==> src/rtl/mem_port_arbiter.sv <==
// mem_port_arbiter
//
// Shares one single-port synchronous word RAM between three requesters:
// the MEM-stage data port (read/write), the IF-stage fetch port (read) and
// the UI debug port (read). Fixed priority data > fetch > debug, except that
// a debug request that has lost STARVE_LIMIT arbitrations in a row wins
// outright. Each access runs IDLE -> ISSUE -> (WAIT) -> DONE, and the
// requester's ack pulses for one cycle after DONE.
//
// Ports
//   clock, reset                 system clock, asynchronous active-low reset
//   d_req/d_we/d_addr/d_wdata    data request (byte address), write qualifier
//   d_ack                        one-cycle data completion pulse
//   i_req/i_addr, i_ack          fetch read request and completion pulse
//   g_req/g_addr, g_ack          debug read request and completion pulse
//   rdata                        read data, valid while any ack is high
//   mem_en/mem_we/mem_addr/
//   mem_wdata/mem_rdata          RAM interface (word address)
//   busy                         FSM not in IDLE
//   stall_if, stall_mem          pipeline stalls while fetch/data outstanding

module mem_port_arbiter #(
    parameter int ADDR_W       = 16,
    parameter int DATA_W       = 32,
    parameter int RD_LAT       = 1,
    parameter int STARVE_LIMIT = 8
) (
    input  logic              clock,
    input  logic              reset,
    input  logic              d_req,
    input  logic              d_we,
    input  logic [ADDR_W-1:0] d_addr,
    input  logic [DATA_W-1:0] d_wdata,
    output logic              d_ack,
    input  logic              i_req,
    input  logic [ADDR_W-1:0] i_addr,
    output logic              i_ack,
    input  logic              g_req,
    input  logic [ADDR_W-1:0] g_addr,
    output logic              g_ack,
    output logic [DATA_W-1:0] rdata,
    output logic              mem_en,
    output logic              mem_we,
    output logic [ADDR_W-3:0] mem_addr,
    output logic [DATA_W-1:0] mem_wdata,
    input  logic [DATA_W-1:0] mem_rdata,
    output logic              busy,
    output logic              stall_if,
    output logic              stall_mem
);

    localparam int WAIT_W   = (RD_LAT > 1) ? $clog2(RD_LAT) : 1;
    localparam int STARVE_W = $clog2(STARVE_LIMIT + 1);
    localparam int WADDR_W  = ADDR_W - 2;

    typedef enum logic [1:0] {
        IDLE  = 2'd0,
        ISSUE = 2'd1,
        WAIT  = 2'd2,
        DONE  = 2'd3
    } state_t;

    typedef enum logic [1:0] {
        SRC_D = 2'd0,
        SRC_I = 2'd1,
        SRC_G = 2'd2
    } src_t;

    state_t              state;
    state_t              next_state;
    src_t                win_src;
    src_t                grant_src;
    logic                grant_valid;
    logic [WADDR_W-1:0]  grant_addr;
    logic [WADDR_W-1:0]  lat_addr;
    logic                lat_we;
    logic [DATA_W-1:0]   lat_wdata;
    logic [WAIT_W-1:0]   wait_cnt;
    logic [STARVE_W-1:0] starve_cnt;
    logic                ack_any;
    logic                arb_en;
    logic                g_starved;
    logic                unused_addr_lsbs;

    // Byte-lane bits are irrelevant to a word RAM.
    assign unused_addr_lsbs = ^{d_addr[1:0], i_addr[1:0], g_addr[1:0]};

    // Acks are registered, so during the ack cycle the FSM is already back in
    // IDLE while the finished requester still holds its req. Arbitration is
    // held off for that cycle so the same request is not granted twice.
    assign ack_any   = d_ack | i_ack | g_ack;
    assign arb_en    = (state == IDLE) && !ack_any;
    assign g_starved = g_req && (starve_cnt == STARVE_W'(STARVE_LIMIT));

    // Winner selection: starving debug first, then data > fetch > debug.
    always_comb begin
        grant_valid = 1'b0;
        grant_src   = SRC_D;
        grant_addr  = d_addr[ADDR_W-1:2];
        if (arb_en) begin
            if (g_starved) begin
                grant_valid = 1'b1;
                grant_src   = SRC_G;
                grant_addr  = g_addr[ADDR_W-1:2];
            end else if (d_req) begin
                grant_valid = 1'b1;
                grant_src   = SRC_D;
                grant_addr  = d_addr[ADDR_W-1:2];
            end else if (i_req) begin
                grant_valid = 1'b1;
                grant_src   = SRC_I;
                grant_addr  = i_addr[ADDR_W-1:2];
            end else if (g_req) begin
                grant_valid = 1'b1;
                grant_src   = SRC_G;
                grant_addr  = g_addr[ADDR_W-1:2];
            end
        end
    end

    // State register.
    always_ff @(posedge clock or negedge reset) begin
        if (!reset) begin
            state <= IDLE;
        end else begin
            state <= next_state;
        end
    end

    // Next-state logic: writes skip WAIT since nothing comes back from the RAM.
    always_comb begin
        next_state = state;
        case (state)
            IDLE:    next_state = grant_valid ? ISSUE : IDLE;
            ISSUE:   next_state = lat_we ? DONE : WAIT;
            WAIT:    next_state = (wait_cnt == '0) ? DONE : WAIT;
            DONE:    next_state = IDLE;
            default: next_state = IDLE;
        endcase
    end

    // FSM outputs: the RAM is only touched during ISSUE.
    always_comb begin
        mem_en    = 1'b0;
        mem_we    = 1'b0;
        busy      = (state != IDLE);
        stall_if  = i_req & ~i_ack;
        stall_mem = d_req & ~d_ack;
        if (state == ISSUE) begin
            mem_en = 1'b1;
            mem_we = lat_we;
        end
    end

    assign mem_addr  = lat_addr;
    assign mem_wdata = lat_wdata;

    // Request latches, read-latency counter, read capture and acks. The
    // latched winner drives the transaction to completion even if its req is
    // dropped early.
    always_ff @(posedge clock or negedge reset) begin
        if (!reset) begin
            win_src   <= SRC_D;
            lat_addr  <= '0;
            lat_we    <= 1'b0;
            lat_wdata <= '0;
            wait_cnt  <= '0;
            rdata     <= '0;
            d_ack     <= 1'b0;
            i_ack     <= 1'b0;
            g_ack     <= 1'b0;
        end else begin
            if (grant_valid) begin
                win_src   <= grant_src;
                lat_addr  <= grant_addr;
                lat_we    <= (grant_src == SRC_D) && d_we;
                lat_wdata <= (grant_src == SRC_D) ? d_wdata : '0;
            end
            if (state == ISSUE && !lat_we) begin
                wait_cnt <= WAIT_W'(RD_LAT - 1);
            end else if (state == WAIT && wait_cnt != '0) begin
                wait_cnt <= wait_cnt - WAIT_W'(1);
            end
            if (state == WAIT && wait_cnt == '0) begin
                rdata <= mem_rdata;
            end
            d_ack <= (state == DONE) && (win_src == SRC_D);
            i_ack <= (state == DONE) && (win_src == SRC_I);
            g_ack <= (state == DONE) && (win_src == SRC_G);
        end
    end

    // Debug starvation counter: counts real arbitrations debug lost, and is
    // cleared as soon as debug is granted or stops asking.
    always_ff @(posedge clock or negedge reset) begin
        if (!reset) begin
            starve_cnt <= '0;
        end else if (state == IDLE) begin
            if (!g_req) begin
                starve_cnt <= '0;
            end else if (grant_valid) begin
                if (grant_src == SRC_G) begin
                    starve_cnt <= '0;
                end else if (starve_cnt != STARVE_W'(STARVE_LIMIT)) begin
                    starve_cnt <= starve_cnt + STARVE_W'(1);
                end
            end
        end
    end

endmodule

==> config.mk <==
export PLATFORM = sky130hd
export DESIGN_NAME = mem_port_arbiter
export DESIGN_NICKNAME = d
export VERILOG_FILES = /design/src/rtl/mem_port_arbiter.sv
export SDC_FILE = /design/constraint.sdc
export NUM_CORES = 1
export LEC_CHECK = 0
export CORE_MARGIN = 8
export CORE_UTILIZATION = 28
export DETAILED_ROUTE_END_ITERATION = 7
export GPL_ROUTABILITY_DRIVEN = 1
export SLEW_MARGIN = 20
export SYNTH_ARGS = -nofsm -noshare
export SYNTH_HDL_FRONTEND = slang
export SYNTH_SLANG_ARGS = --single-unit
==> constraint.sdc <==
create_clock -name clock -period 2.3 [get_ports clock]
set_input_delay 0.69 -clock clock [delete_from_list [all_inputs] [get_ports clock]]
set_output_delay 0.69 -clock clock [all_outputs]
set_load 0.02 [all_outputs]
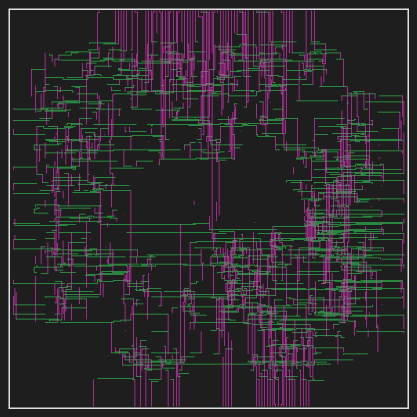
(wiring by layer)
Scale: 3 px per um. Two of the layers only.
colour	layer	wire length
green	M1	5230 um
magenta	M2	5720 um

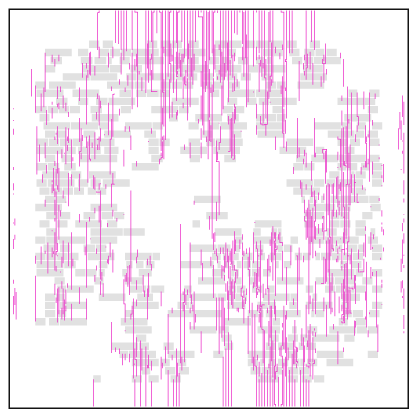
(the metal 2 layer)
Scale: 3 px per um.
share of all routed wire	46%
wire length on this layer	5720 um
longest straight run	51.3 um

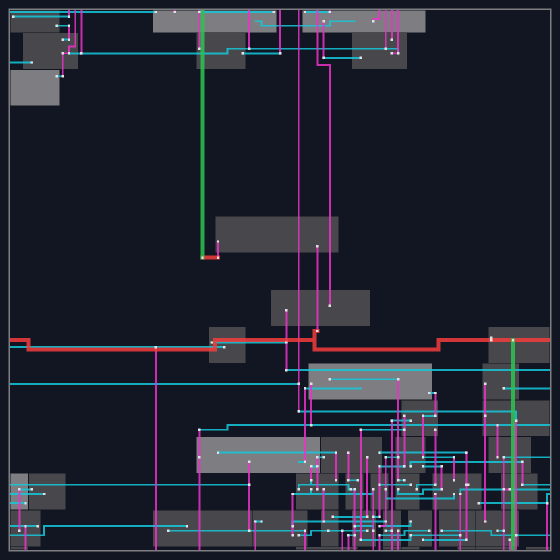
(a small window of the routed layout)
Window x 46 to 86, y 46 to 86 um. Cells in grey, sequential cells in the stronger grey; small squares are vias.
colour	layer
green	M4
cyan	M1
red	M3
magenta	M2
cells with their middle in the window	33
sequential cells in the window	4
most frequent	buf_4 (5), dfrtp_1 (4)
netlist names of flops here include	rdata (2), starve_cnt (2)

==> impl_metrics.env <==
# source this file to load flow results
export IMPL_crit_chain="inv_1 > ha_1 > and2_1 > clkdlybuf4s15_1"
export IMPL_worst_path_largest_cell_delay_ps=400
export IMPL_outcome="finished clean"
export IMPL_cp_max_fo=3
export IMPL_dieHeight_um=132
export IMPL_clock_buffers=11
export IMPL_p_comb_mw=4.48
export IMPL_r2r_cells=7
export IMPL_wl_per_cell_um=18.4
export IMPL_synthTopLogicFamily="AND-OR/OR-AND gates"
export IMPL_power_switching_mw=3.20
export IMPL_dieWidth_um=132
export IMPL_mostFrequentLayoutCell="clkdlybuf4s50_1"
export IMPL_cts_root_buf="clkbuf_16"
export IMPL_use_met1_pct=17.3
export IMPL_antenna_cells=0
export IMPL_cts_made_buffers=9
export IMPL_area_growth_pct=67.8
export IMPL_mux_area_share_pct=9.78
export IMPL_cts_setup_buffers=0
export IMPL_ff_type="dfrtp_1"
export IMPL_grt_setup_unrepaired="false"
export IMPL_place_congestion=0.853
export IMPL_cp_num_cells=4
export IMPL_edf_count=0
export IMPL_yosys_warnings=0
export IMPL_powerDensity_nw_per_um2=1370
export IMPL_holdCritPathClass="primary input to asynchronous set/reset pin"
export IMPL_intPower_mw=5.51
export IMPL_hold_ws_ps=262
export IMPL_post_route_drc_count=0
export IMPL_pin_count=204
export IMPL_comb_cells=168
export IMPL_nNonClkInverters=7
export IMPL_r2r_end="mem_wdata[30]$_DFFE_PN0P_"
export IMPL_cap_violations=0
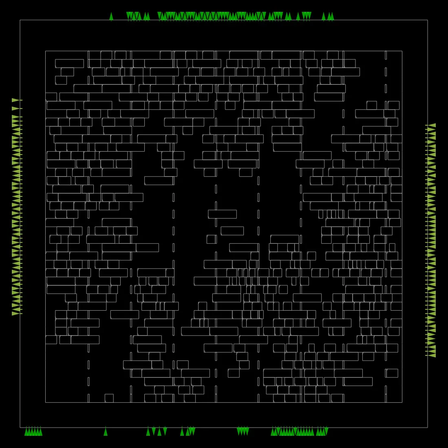
(cell outlines without signal wires)
row count: 42
Flops: 91
fin util: 48.1%
Core Region: 13200 um2
Final Non-Filler Cells: 676

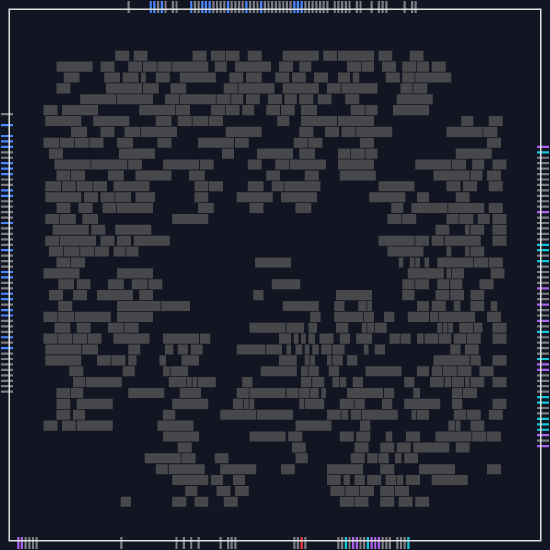
(ports around the boundary)
Scale: 4 px per um. Pins as bars across the die edge, other pins in grey.
colour	port	pins	direction	edge
cyan	mem_addr	14	output	11 right, 3 bottom
blue	mem_rdata	32	input	19 left, 13 top
red	d_ack	1	output	bottom
purple	d_addr	16	input	9 right, 7 bottom
all pins by edge	60 top, 56 right, 50 left, 38 bottom

